===== config.mk =====
export PLATFORM = sky130hd
export DESIGN_NAME = fact_out_arbiter_flat
export DESIGN_NICKNAME = d
export VERILOG_FILES = /design/src/rtl/fact_out_arbiter_pkg.sv /design/src/rtl/fact_out_arbiter_if.sv /design/src/rtl/fact_out_arbiter_rr_pick.sv /design/src/rtl/fact_out_arbiter.sv /design/src/flat_wrapper.sv
export SDC_FILE = /design/constraint.sdc
export NUM_CORES = 1
export LEC_CHECK = 0
export CORE_UTILIZATION = 30
export CTS_BUF_LIST = sky130_fd_sc_hd__clkbuf_4
export CTS_CLUSTER_SIZE = 40
export DETAILED_ROUTE_END_ITERATION = 10
export GPL_ROUTABILITY_DRIVEN = 0
export PLACE_DENSITY = 0.68
export SYNTH_ARGS = -nofsm -noshare
export SYNTH_HDL_FRONTEND = slang
export SYNTH_HIERARCHICAL = 1
export SYNTH_SLANG_ARGS = --single-unit

===== constraint.sdc =====
create_clock -name clk -period 5.2 [get_ports clk]
set_input_delay 0.78 -clock clk [delete_from_list [all_inputs] [get_ports clk]]
set_output_delay 0.78 -clock clk [all_outputs]
set_load 0.05 [all_outputs]

===== src/rtl/fact_out_arbiter_pkg.sv =====
// fact_pkg: shared constants for the result output path (state encoding, FIFO and result widths)
package fact_pkg;
  localparam logic [1:0] IDLE  = 2'd0;
  localparam logic [1:0] WR_LO = 2'd1;
  localparam logic [1:0] WR_HI = 2'd2;
  localparam int DEF_FIFO_DEPTH = 32;
  localparam int CNT_W = 6;
  localparam int RES_W = 64;
endpackage


===== src/rtl/fact_out_arbiter_if.sv =====
// fact_out_arbiter_if: core request/result/grant/done bundle plus output FIFO write port; master = arbiter side
interface fact_out_arbiter_if #(parameter int N_REQ = 4);
  import fact_pkg::*;
  logic [N_REQ-1:0] req;
  logic [RES_W*N_REQ-1:0] result;
  logic [N_REQ-1:0] grant;
  logic [N_REQ-1:0] done;
  logic [CNT_W-1:0] fifo_data_count;
  logic fifo_wr_err;
  logic fifo_wr_en;
  logic [31:0] fifo_din;
  modport master (
    input req, result, fifo_data_count, fifo_wr_err,
    output grant, done, fifo_wr_en, fifo_din
  );
  modport slave (
    output req, result, fifo_data_count, fifo_wr_err,
    input grant, done, fifo_wr_en, fifo_din
  );
endinterface


===== src/rtl/fact_out_arbiter_rr_pick.sv =====
// rr_pick: combinational round-robin picker; first set req bit at or above ptr (mod N) wins; ports req/ptr in, onehot/idx/valid out
module rr_pick #(
  parameter int N = 4,
  parameter int IW = $clog2(N)
) (
  input  logic [N-1:0]  req,
  input  logic [IW-1:0] ptr,
  output logic [N-1:0]  onehot,
  output logic [IW-1:0] idx,
  output logic          valid
);
  logic [IW-1:0] j;
  // scan from the farthest candidate back to ptr so the nearest one overwrites
  always_comb begin
    onehot = '0;
    idx = '0;
    j = '0;
    for (int k = N - 1; k >= 0; k--) begin
      j = IW'((int'(ptr) + k) % N);
      if (req[j]) begin
        onehot = '0;
        onehot[j] = 1'b1;
        idx = j;
      end
    end
  end
  assign valid = |req;
endmodule


===== src/rtl/fact_out_arbiter.sv =====
// fact_out_arbiter: round-robin arbiter writing each core's 64-bit result as two FIFO words (low first); ports clk/reset/clr_err, bus (master), busy/err/xfer_count
module fact_out_arbiter
  import fact_pkg::*;
#(
  parameter int N_REQ = 4,
  parameter int FIFO_DEPTH = DEF_FIFO_DEPTH
) (
  input  logic                clk,
  input  logic                reset,
  input  logic                clr_err,
  fact_out_arbiter_if.master  bus,
  output logic                busy,
  output logic                err,
  output logic [15:0]         xfer_count
);
  localparam int IW = $clog2(N_REQ);
  logic [1:0] state_q, state_d;
  logic [IW-1:0] ptr_q, ptr_d, pick_idx;
  logic [RES_W-1:0] lat_q, lat_d, pick_res;
  logic [N_REQ-1:0] pick_oh, grant_q, grant_d, done_q, done_d;
  logic pick_v, start;
  logic wr_en_q, wr_en_d, busy_q, busy_d, err_q, err_d;
  logic [31:0] din_q, din_d;
  logic [15:0] cnt_q, cnt_d;
  rr_pick #(.N(N_REQ), .IW(IW)) u_pick (
    .req(bus.req),
    .ptr(ptr_q),
    .onehot(pick_oh),
    .idx(pick_idx),
    .valid(pick_v)
  );
  assign pick_res = bus.result[pick_idx*RES_W +: RES_W];
  // both words must fit before starting, so a result is never split
  assign start = state_q == IDLE && pick_v && int'(bus.fifo_data_count) <= FIFO_DEPTH - 2;
  always_comb begin
    state_d = start ? WR_LO : (state_q == WR_LO ? WR_HI : IDLE);
    ptr_d = start ? (int'(pick_idx) == N_REQ - 1 ? '0 : pick_idx + 1'b1) : ptr_q;
    lat_d = start ? pick_res : lat_q;
    grant_d = start ? pick_oh : (state_q == WR_LO ? grant_q : '0);
    done_d = state_q == WR_LO ? grant_q : '0;
    wr_en_d = start || state_q == WR_LO;
    din_d = start ? pick_res[31:0] : (state_q == WR_LO ? lat_q[63:32] : '0);
    busy_d = state_d != IDLE;
    err_d = bus.fifo_wr_err || (err_q && !clr_err);
    cnt_d = cnt_q + 16'(state_q == WR_LO);
  end
  always_ff @(posedge clk) begin
    if (reset) begin
      state_q <= IDLE;
      ptr_q <= '0;
      lat_q <= '0;
      grant_q <= '0;
      done_q <= '0;
      wr_en_q <= 1'b0;
      din_q <= '0;
      busy_q <= 1'b0;
      err_q <= 1'b0;
      cnt_q <= '0;
    end else begin
      state_q <= state_d;
      ptr_q <= ptr_d;
      lat_q <= lat_d;
      grant_q <= grant_d;
      done_q <= done_d;
      wr_en_q <= wr_en_d;
      din_q <= din_d;
      busy_q <= busy_d;
      err_q <= err_d;
      cnt_q <= cnt_d;
    end
  end
  assign bus.grant = grant_q;
  assign bus.done = done_q;
  assign bus.fifo_wr_en = wr_en_q;
  assign bus.fifo_din = din_q;
  assign busy = busy_q;
  assign err = err_q;
  assign xfer_count = cnt_q;
endmodule


===== src/flat_wrapper.sv =====
// flat-port wrapper written by rule: the top's interface ports become plain ports
module fact_out_arbiter_flat import fact_pkg::*;
#(
  parameter int N_REQ = 4,
  parameter int FIFO_DEPTH = DEF_FIFO_DEPTH
)
  (clk, reset, clr_err, busy, err, xfer_count, bus_req, bus_result, bus_fifo_data_count, bus_fifo_wr_err, bus_grant, bus_done, bus_fifo_wr_en, bus_fifo_din);
  fact_out_arbiter_if #(.N_REQ(N_REQ)) bus_i ();
  input  logic clk;
  input  logic reset;
  input  logic clr_err;
  output logic busy;
  output logic err;
  output logic [15:0] xfer_count;
  input wire logic [$bits(bus_i.req)-1:0] bus_req;
  input wire logic [$bits(bus_i.result)-1:0] bus_result;
  input wire logic [$bits(bus_i.fifo_data_count)-1:0] bus_fifo_data_count;
  input wire logic [$bits(bus_i.fifo_wr_err)-1:0] bus_fifo_wr_err;
  output wire logic [$bits(bus_i.grant)-1:0] bus_grant;
  output wire logic [$bits(bus_i.done)-1:0] bus_done;
  output wire logic [$bits(bus_i.fifo_wr_en)-1:0] bus_fifo_wr_en;
  output wire logic [$bits(bus_i.fifo_din)-1:0] bus_fifo_din;
  assign bus_i.req = bus_req;
  assign bus_i.result = bus_result;
  assign bus_i.fifo_data_count = bus_fifo_data_count;
  assign bus_i.fifo_wr_err = bus_fifo_wr_err;
  assign bus_grant = bus_i.grant;
  assign bus_done = bus_i.done;
  assign bus_fifo_wr_en = bus_i.fifo_wr_en;
  assign bus_fifo_din = bus_i.fifo_din;
  fact_out_arbiter #(.N_REQ(N_REQ), .FIFO_DEPTH(FIFO_DEPTH)) u_core (.clk(clk), .reset(reset), .clr_err(clr_err), .bus(bus_i), .busy(busy), .err(err), .xfer_count(xfer_count));
endmodule

run_1/clock_nets.png
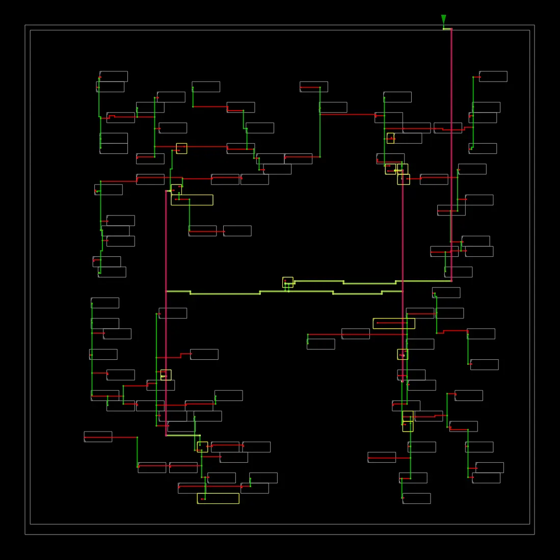
Clock group: 0.488 mW
TritonCTS buffer count: 9
Worst Clk Skew: 0.01808 ns
CLK BUF: 9
Late-Pin Clk Latency: 0.45 ns

run_1/clock_wires.png
Scale: 4 px per um.
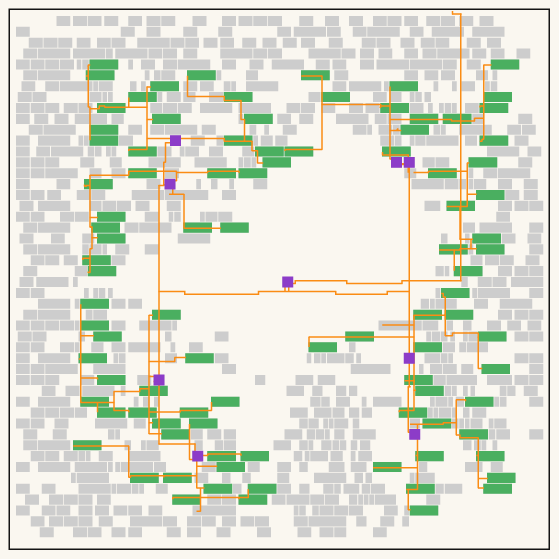
legend:
  clock-net drivers:
    colour: purple
    count: 9
  clock wires:
    colour: orange
    length: 1,190 um
  flip-flops:
    colour: green
    count: 94
routed clock nets: 10
flops lie: spread over the die

==> impl_metrics.yaml, run 1 <==
# implementation run metrics
yosys:
  edf_count: 0
  logic_family: "multiplexers"
  netlist-cell-type-count: 52
  syn_area_per_cell_sq_um: 11.23
  netlist_instances: 470
  xor_share_pct: 1.493
  syn_area_sq_um: 5279
  ff_type: "dfxtp_1"
  ys_sh_adder_pct: 2.607
  ys_cells: 470
  postSynthNetCount: 751
  yosys_area_sq_um: 5279
  aoi_share_pct: 12.18
  postSynthSeqShare_pct: 35.65
  synth-seq-cells: 94
  synthArstFlopShare_pct: 0
  simple_gate_area_share_pct: 12.99
  synth_warnings: 6
flow_run:
  warnings: 33
  drv_cap: 0
run_status:
  status: "complete, no violations"
routing:
  drt_pass1_iterations: 4
  wl_met2_um: 10010
  vias_per_cell: 5.069
  postRouteAntennaNets: 0
  vias: 5104
  drc: 0
  drtIter0Drc: 188
  routed_wl_um: 19710
  route.met3.wl_um: 1213
  wl_met1_um: 7808
floorplanning:
  fp.dieH_um: 134.7
  initCoreUtil_pct: 30.63
  dieArea_sq_um: 18130
  io-pin-count: 329
  die_w_um: 134.7
  tapCellCount: 225
global_routing:
  top_usage_layer: "met2"
  grt_pass1_vias: 5377
  overflow: 0
  grt_use_met2_pct: 37.40
  grt_usage_pct: 21.56
  grt_max_degree: 67
  gr-usage-met1_pct: 25.21
  grt_pass1_wl_um: 29490
  antenna_found_initial: 3
final_timing:
  fmax_ghz: 0.2605
  timing.final.crit_period_ns: 3.839
  fin_crit_sh_pct: 73.82
  hold_viol: 0
  final.setup.tns_ns: 0
  worst_pin_slew_ns: 1.103
  fin_ws_ns: 1.362
  slew_headroom_pct: 26.30
  grt_setup_unrepaired: "false"
  maxSlewViolCount: 0
  setup_violations: 0
layout:
  largestClassByArea: "non-clock buffers"
  num-multi-input-gates: 333
  flop_area_sq_um: 1882
  drive_gt1_share_pct: 13.74
  inv_count: 5
  layout_top_cell: "clkdlybuf4s50_1"
  layout.nonclk_buf_share_pct: 37.32
  diodes: 3
  fillers: 1499
  instances_no_fill: 1007
  clk_share_pct: 2.011
  fin_nets: 1056
  comb_share_pct: 36.07
  final_cell_mix: "clkdlybuf4s50_1 (327), dfxtp_1 (94), nand2_1 (75), mux4_2 (65), a21oi_1 (39)"
  logic_area_sq_um: 3209
  ff_count: 94
  syn_to_final_growth_pct: 68.57
  nNonClkBuffers: 332
worst_setup_path:
  cp-end-kind: "flop"
  crit_path_start: "u_core/ptr_q[0]$_SDFFE_PP0P_"
  cp_max_fo: 66
  cpMaxStageDelayCell: "dfxtp_1"
  r2r_start: "u_core/ptr_q[0]$_SDFFE_PP0P_"
  path_cells: "inv_1, ha_1, mux2_2, o21ai_0, o2bb2ai_4, buf_12, mux4_2, a22o_1"
  max_stage_delay_ns: 0.78
  crit_type: "flop to flop"
  cp-start-kind: "flop"
  required_ns: 5.57
  cp.arrival_ns: 4.21
pwr:
  p_per_area_nw_per_um2: 268.6
  ir_worst_vdd_v: 0.0001609
  clock_power_share_pct: 20.4
  power_switching_share_pct: 32.29
  pwr-share-seq_pct: 34.5
  comb_power_share_pct: 45.1
  leakagePower_nw: 3.152
  internal_power_mw: 1.619
  total_power_mw: 2.391
  switchingPower_mw: 0.7720
cts:
  cts_root_buffer: "clkbuf_4"
  clk_pin_slew_worst_paths_ns: 0.15
  cts_hold_buf: 0
  cts_resized: 0
  htree_num_levels: 3
  ctsLongestPathBuffers: 2
  cts_tree: "built"
  cts_setup_buffers: 0
placement:
  hpwl_um: 15250
  post-place-ws_ns: 1.161
  placed_cell_area_sq_um: 8712
  place_inst: 989
  port_buffers: 328
worst_hold_path:
  hold_path_class: "flop to flop"
run_1/class_map.png
Scale: 3 px per um. Fill, decap, tap and diode cells in grey.
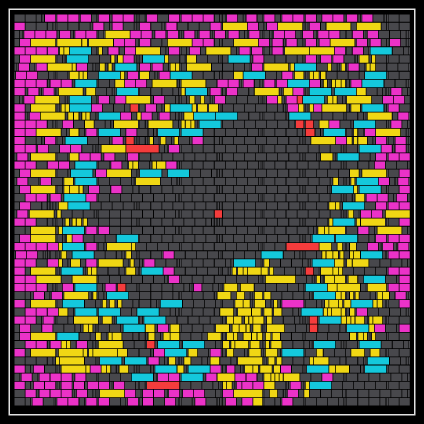
legend:
  clock drivers and dummy loads:
    colour: red
    cells: 15
    share_of_their_area: 2.1%
  remaining buffers and delay cells:
    colour: magenta
    cells: 332
    share_of_their_area: 39%
  remaining logic cells:
    colour: yellow
    cells: 338
    share_of_their_area: 37%
  registers:
    colour: cyan
    cells: 94
    share_of_their_area: 22%
FP Rows: 48
Final Instance Area: 8899 sq um
Util after Layout: 51.63%
CORE AREA: 17,240 sq um
flop share of the area: 21.15%

-- run 1: power groups by stage --
| stage | sequential [mW] | clock (mW) | combinational, mW |
|---|---|---|---|
| after floorplan | 0.937 | 0 | 0.606 |
| after global placement | 0.839 | 0 | 1.06 |
| after detailed placement | 0.841 | 0 | 1.08 |
| after CTS | 0.825 | 0.508 | 1.08 |
| after global routing | 0.833 | 0.538 | 1.14 |
| final | 0.825 | 0.488 | 1.08 |
-- run 1: cells by family (layout without fill, tap and decap cells) --
group           count (synthesis)  after routing
simple gates                  143            143
compound gates                 94             94
flops                          94             94
mux                            76             76
buf+inv                        43            352
fa+ha+maj                      11             11
xor+xnor                        9              9
other cells                     0              3
-- run 1: cell usage after synthesis (6+ instances only) --
cell type | n | area (sq um)
a21oi_1 | 39 | 195.2
a22o_1 | 32 | 280.3
buf_2 | 18 | 90.09
buf_4 | 6 | 45.04
clkbuf_1 | 6 | 22.52
dfxtp_1 | 94 | 1882
ha_1 | 11 | 137.6
mux4_2 | 65 | 1464
nand2_1 | 75 | 281.5
nand3_1 | 9 | 45.04
nor2_1 | 22 | 82.58
nor2b_1 | 9 | 56.30
xnor2_1 | 7 | 61.31
-- run 1: worst min-delay path, cell delays in order (launching register included) --
cell	delay (ns)
dfxtp_1	0.34
nand2_1	0.05
a21oi_1	0.05
-- run 1: path summary, 6_finish.rpt --
path	endpoint	slack (ns)	depth (start not counted)
max	u_core/bus.fifo_din[23]$_SDFF_PP0_	1.36	8
min	u_core/lat_q[55]$_SDFFE_PP0P_	0.47	2
max reg2reg	u_core/bus.fifo_din[23]$_SDFF_PP0_	1.36	8
min reg2reg	u_core/lat_q[55]$_SDFFE_PP0P_	0.47	2
run_1/m2.png
Scale: 4 px per um. Cells faint in the background.
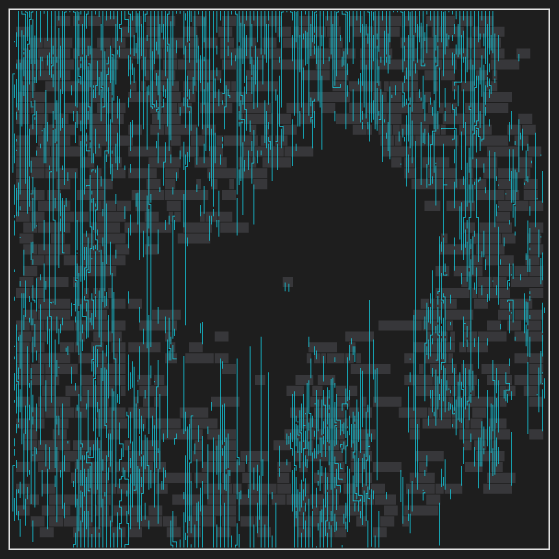

==> inputs of run 2 (changes only) <==
- clock period: 5.2 -> 3.8 ns (I/O delays scaled with it)
run_2/m2.png
Scale: 4 px per um. Cells faint in the background.
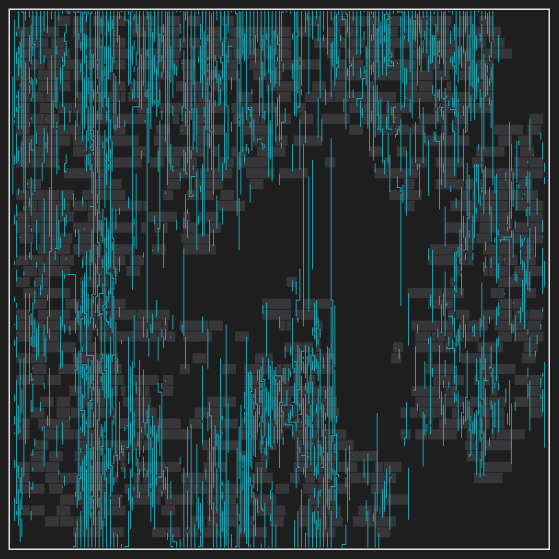
wire length on this layer: 10,100 um
longest straight run: 55.1 um
nets with wire on the layer: 947
main direction: vertical

run_2/clock_nets.png
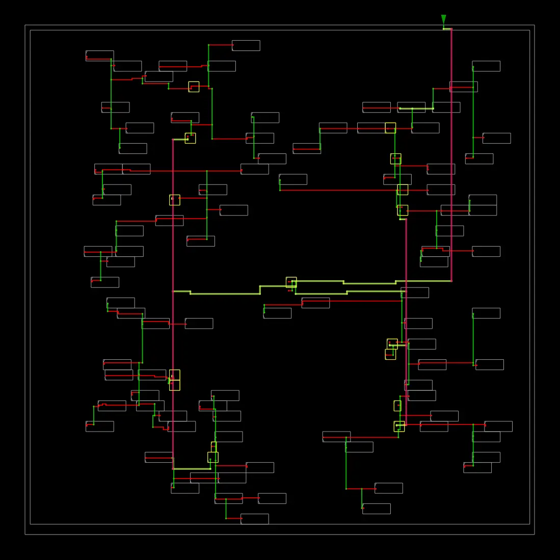
registers: 94
Worst Clk Skew: 0.03149 ns

==> run 2 against run 1 <==
Effect of this change: global-route usage up 0.11 points; utilization is essentially flat; highest routed layer unchanged; critical endpoint is now u_core/lat_q[47]$_SDFFE_PP0P_; synthesized cell count unchanged; critical path depth increased by 1; fmax increased by 13%; final cell count is 0.60% higher; setup slack lost 0.94 ns; register-to-register slack worse by 0.94 ns; clock skew increased by 0.013 ns; sequential share of layout area about the same; largest cell class unchanged; combinational power increased by about 40%.
==> impl_metrics.yaml, run 2 <==
# implementation run metrics
layout:
  logic_area_sq_um: 3209
  comb_share_pct: 36.08
  layout_top_cell: "clkdlybuf4s50_1"
  diodes: 3
  seq_share_pct: 21.15
  fillers: 1473
  num-multi-input-gates: 333
  layout.nonclk_buf_share_pct: 38.03
  syn_to_final_growth_pct: 68.52
  largestClassByArea: "non-clock buffers"
  fin_nets: 1061
  flop_area_sq_um: 1882
  drive_gt1_share_pct: 14.27
run_status:
  status: "complete, no violations"
routing:
  postRouteAntennaNets: 0
  drc: 0
  drt_pass1_iterations: 5
  vias_per_cell: 5.111
  routed_wl_um: 19870
  wl_met2_um: 10130
  vias: 5177
final_timing:
  fin_crit_sh_pct: 89.04
  slew_headroom_pct: 31.71
  timing.final.crit_period_ns: 3.383
  setup_violations: 0
  worst_pin_slew_ns: 1.024
  final.setup.tns_ns: 0
  grt_setup_unrepaired: "false"
yosys:
  yosys_area_sq_um: 5279
  postSynthSeqShare_pct: 35.65
  netlist_instances: 470
  synth-seq-cells: 94
  postSynthNetCount: 751
  ff_type: "dfxtp_1"
  edf_count: 0
  yosysTopAreaCell: "dfxtp_1"
  synth_warnings: 6
  netlist-cell-type-count: 52
cts:
  cts_root_buffer: "clkbuf_4"
  cts-buffers-inserted: 9
  htree_num_levels: 3
  clk_pin_slew_worst_paths_ns: 0.16
  cts_tree: "built"
  cts_hold_buf: 0
  cts_setup_buffers: 0
  cts_resized: 0
  ctsLongestPathBuffers: 2
  clock.latency.late_pin_ns: 0.47
flow_run:
  warnings: 33
global_routing:
  grt_usage_pct: 21.67
  grt_pass1_vias: 5353
  overflow: 0
  grt_pass1_wl_um: 29240
worst_hold_path:
  hold_path_class: "flop to flop"
  min_path_cells: 2
placement:
  hpwl_um: 15330
  port_buffers: 328
  place_inst: 994
worst_setup_path:
  worstRegToRegCells: 9
  crit_type: "flop to flop"
  cp.arrival_ns: 3.74
  cp-end-kind: "flop"
  cp-start-kind: "flop"
  path_cells: "inv_1, ha_1, mux2_2, o21ai_0, o2bb2ai_4, buf_4, mux4_2, nand2_1, a21oi_1"
  max_stage_delay_ns: 0.59
  path_depth: 9
floorplanning:
  initCoreUtil_pct: 30.63
  dieArea_sq_um: 18130
  tapCellCount: 225
  fp.dieH_um: 134.7
  die_w_um: 134.7
  rows: 48
pwr:
  leakagePower_nw: 3.154
## run 2: cell types whose count changed in the layout (fill, tap and decap cells not counted), sizes merged
cell / change
clkbuf: +3
buf: +5
clkinvlp: +1
bufinv: -3
## run 2: routing by layer
layer	global-route usage [%]	vias up
li1	-	2396
met1	25.56	2501
met2	38.03	249
met3	3.791	31
met4	10.36	0
met5	0	-
## run 2: path summary, 6_finish.rpt
kind              slack (ns)                           from                             to
hold reg to reg         0.47  u_core/lat_q[34]$_SDFFE_PP0P_  u_core/lat_q[34]$_SDFFE_PP0P_
hold / removal          0.47  u_core/lat_q[34]$_SDFFE_PP0P_  u_core/lat_q[34]$_SDFFE_PP0P_
setup reg to reg        0.42   u_core/ptr_q[1]$_SDFFE_PP0P_  u_core/lat_q[47]$_SDFFE_PP0P_
setup / recovery        0.42   u_core/ptr_q[1]$_SDFFE_PP0P_  u_core/lat_q[47]$_SDFFE_PP0P_
## run 2: metrics by stage
stage          cell area (sq um)  total power, mW  worst slack (ns)  util, %  hold slack (ns)
3_5_place_dp                8775            2.663            0.3808    50.91           0.4477
5_1_grt                     8896            3.299            0.2174    51.61           0.4862
3_3_place_gp                8775            2.636            0.4478    50.91           0.4418
4_1_cts                     8889            3.168            0.4139    51.57           0.4674
2_1_floorplan               5279            2.112            0.8397        -           0.4360
6_report                    8896            3.133            0.4167    51.61           0.4670
## run 2: kinds of logic after synthesis
group           share of synthesized area, %
simple gates                           12.99
compound gates                         12.18
flops                                  35.65
mux                                    30.43
buf+inv                                4.646
fa+ha+maj                              2.607
xor+xnor                               1.493
## run 2: where the power goes
part	switching [mW]	total (mW)	internal (mW)
Combinational	0.675	1.51	0.838
Clock	0.343	0.497	0.154
Sequential	0.0477	1.12	1.08
Total	1.07	3.13	2.07
run_2/port_trees.png
Scale: 3 px per um.
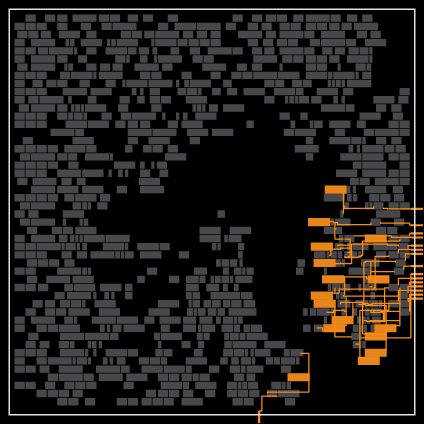

==> inputs of run 3 (changes only) <==
- CORE_AREA: not set -> 2 2 126 128
- CORE_UTILIZATION: 30 -> not set
- DIE_AREA: not set -> 0 0 128 130
- PLACE_DENSITY: 0.68 -> 0.79
- clock period: 3.8 -> 2.9 ns (I/O delays scaled with it)
run_3/port_trees.png
Scale: 3 px per um.
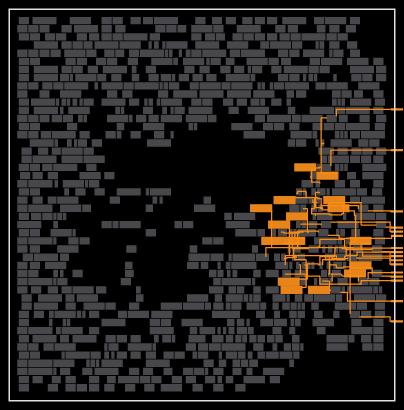
legend:
  `xfer_count`:
    colour: orange
    bits: 16
    direction: output
    edge: right
    end_cells: 16
    buffers: 16
    wire: 711 um

==> run 3 against run 2 <==
Effect of this change: register-to-register slack lost 0.29 ns; utilization rose by 6.8 points; flip-flop count stayed put; clock power is 29% higher; setup slack got worse by 0.29 ns; critical endpoint is now u_core/bus.fifo_din[13]$_SDFF_PP0_; highest routed layer is now met5; critical path depth did not move; clock-buffer cell count shrank 3; critical path type unchanged; total power grew 32%; area after synthesis did not move; global-route usage grew 1.9 points; die size fell by 8.2%; non-clock buffer count increased by 19.
==> impl_metrics.yaml, run 3 <==
# implementation run metrics
cts:
  cts_root_buffer: "clkbuf_4"
  clock.latency.late_pin_ns: 0.47
  htree_num_levels: 3
  cts_tree: "built"
  cts_hold_buf: 0
  cts_setup_buffers: 0
  cts_resized: 0
  cts-buffers-inserted: 9
  ctsLongestPathBuffers: 2
  clk_pin_slew_worst_paths_ns: 0.15
worst_setup_path:
  critPathBufInv: 3
  rr_endpoint: "u_core/bus.fifo_din[13]$_SDFF_PP0_"
  rrSetupSlack_ns: 0.13
  worstRegToRegCells: 9
  path_cells: "inv_1, ha_1, mux2_2, o21ai_0, buf_4, o2bb2ai_4, buf_12, mux4_2, a22o_1"
  cp_max_fo: 33
  cp_top_family: "multiplexers"
  r2r_start: "u_core/ptr_q[0]$_SDFFE_PP0P_"
  cp-end-kind: "flop"
  crit_type: "flop to flop"
  max_stage_delay_ns: 0.55
  cp.arrival_ns: 3.15
  cpMaxStageDelayCell: "mux4_2"
  cp-start-kind: "flop"
yosys:
  topCellsByArea: "dfxtp_1 (36%), mux4_2 (28%), nand2_1 (5.3%)"
  ff_type: "dfxtp_1"
  yosysTopAreaCellShare_pct: 35.65
  postSynthSeqShare_pct: 35.65
  synth.top_cells.by_count: "dfxtp_1 (94), nand2_1 (75), mux4_2 (65), a21oi_1 (39), a22o_1 (32)"
  synthArstFlopShare_pct: 0
  postSynthNetCount: 751
  synth_warnings: 6
  yosysTopAreaCell: "dfxtp_1"
  netlist_instances: 470
  synth-seq-cells: 94
  yosys_area_sq_um: 5279
  netlist-cell-type-count: 52
  edf_count: 0
final_timing:
  fin_crit_sh_pct: 95.65
  worst_pin_slew_ns: 0.5750
  timing.final.crit_period_ns: 2.774
  maxSlewViolCount: 0
  fmax_ghz: 0.3605
  timing.hold.ws_ns: 0.3685
  fin_ws_ns: 0.1261
  grt_setup_unrepaired: "false"
  setup_violations: 0
  fin_skew_ns: 0.02179
  final.setup.tns_ns: 0
  slew_headroom_pct: 61.55
layout:
  design_area_sq_um: 9017
  fin_nets: 1080
  layout_top_cell: "clkdlybuf4s50_1"
  utilization_pct: 58.46
  drive_gt1_share_pct: 16.42
  final_cell_mix: "clkdlybuf4s50_1 (327), dfxtp_1 (92), nand2_1 (75), mux4_2 (65), a21oi_1 (39)"
  syn_to_final_growth_pct: 70.82
placement:
  post-place-ws_ns: -0.3174
  place_inst: 980
  port_buffers: 328
  hpwl_um: 15880
  placed_cell_area_sq_um: 8902
pwr:
  clock_power_share_pct: 15.5
  power_leader: "combinational logic"
  power_switching_share_pct: 34.34
  switchingPower_mw: 1.422
  p_per_area_nw_per_um2: 459.3
  ir_worst_vdd_v: 0.0002083
  internal_power_mw: 2.719
  powerClk_mw: 0.641
  powerSeq_mw: 1.47
  p_comb_mw: 2.03
  total_power_mw: 4.141
  leakagePower_nw: 3.257
  comb_power_share_pct: 48.9
  pwr-share-seq_pct: 35.6
global_routing:
  grt_pass1_vias: 5213
  grt_usage_pct: 23.57
  top_usage_layer: "met2"
  gr-usage-met1_pct: 27.06
  overflow: 0
  grt_pass1_wl_um: 29270
  grt_use_met3_pct: 8.077
  grt_use_met2_pct: 41.46
routing:
  wl_per_cell_um: 20.27
  drt_pass1_iterations: 4
  wl_met1_um: 7520
  drtIter0Drc: 288
  vias_per_cell: 5.237
  vias: 5227
  postRouteAntennaNets: 0
  wl_met2_um: 10340
  drc: 0
  routed_wl_um: 20230
  route.met3.wl_um: 1873
worst_hold_path:
  holdPathEnd: "u_core/lat_q[54]$_SDFFE_PP0P_"
  min-delay-start: "reset"
  hold_path_class: "input pin to flop"
  min_path_cells: 2
run_status:
  status: "complete, no violations"
floorplanning:
  die_w_um: 128
  dieArea_sq_um: 16640
  fp.dieH_um: 130
  initCoreUtil_pct: 34.22
  rows: 46
  core_area_sq_um: 15420
flow_run:
  warnings: 33
run_3/class_map.png
Scale: 3 px per um. Fill, decap, tap and diode cells in grey.
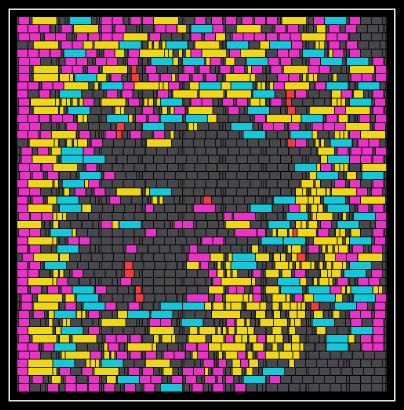
legend:
  remaining buffers and delay cells:
    colour: magenta
    cells: 356
    share_of_their_area: 40%
  registers:
    colour: cyan
    cells: 94
    share_of_their_area: 22%
  clock drivers and dummy loads:
    colour: red
    cells: 16
    share_of_their_area: 1.2%
  remaining logic cells:
    colour: yellow
    cells: 338
    share_of_their_area: 37%

-- run 3: worst max path at each step --
stage / startpoint / end / slack [ns] / cells after the start
6_report: u_core/ptr_q[0]$_SDFFE_PP0P_ / u_core/bus.fifo_din[13]$_SDFF_PP0_ / 0.13 / 9
2_1_floorplan: u_core/ptr_q[0]$_SDFFE_PP0P_ / u_core/lat_q[36]$_SDFFE_PP0P_ / 0.04 / 12
3_5_place_dp: bus_req[0] / u_core/bus.fifo_din[13]$_SDFF_PP0_ / -0.32 / 8
4_1_cts: u_core/ptr_q[0]$_SDFFE_PP0P_ / u_core/bus.fifo_din[13]$_SDFF_PP0_ / 0.07 / 9
3_3_place_gp: bus_req[0] / u_core/lat_q[34]$_SDFFE_PP0P_ / -0.26 / 9
5_1_grt: u_core/ptr_q[0]$_SDFFE_PP0P_ / u_core/bus.fifo_din[13]$_SDFF_PP0_ / 0.02 / 9
-- run 3: cells by family (layout without fill, tap and decap cells) --
| logic type | Yosys count | in the layout | synth area share [%] |
|---|---|---|---|
| AND/OR/NAND/NOR | 143 | 143 | 12.99 |
| buffers and inverters | 43 | 377 | 4.646 |
| multiplexers | 76 | 76 | 30.43 |
| other | 0 | 2 | 0 |
| adder cells (fa/ha/maj) | 11 | 11 | 2.607 |
| AND-OR/OR-AND | 94 | 94 | 12.18 |
| XOR/XNOR | 9 | 9 | 1.493 |
| flip-flops | 94 | 94 | 35.65 |
-- run 3: area by class of cell --
type / instances / area (sq um)
multi-input combinational: 333 / 3208
timing repair buffer: 356 / 3551
clock buffer: 9 / 67.56
sequential: 94 / 1887
inverter: 5 / 18.77
antenna: 2 / 5.005
fill: 1315 / 6407
tap: 192 / 240.2
clock inverter: 7 / 40.04
Power figures rest on the tool's default switching activity, not on a simulated workload.
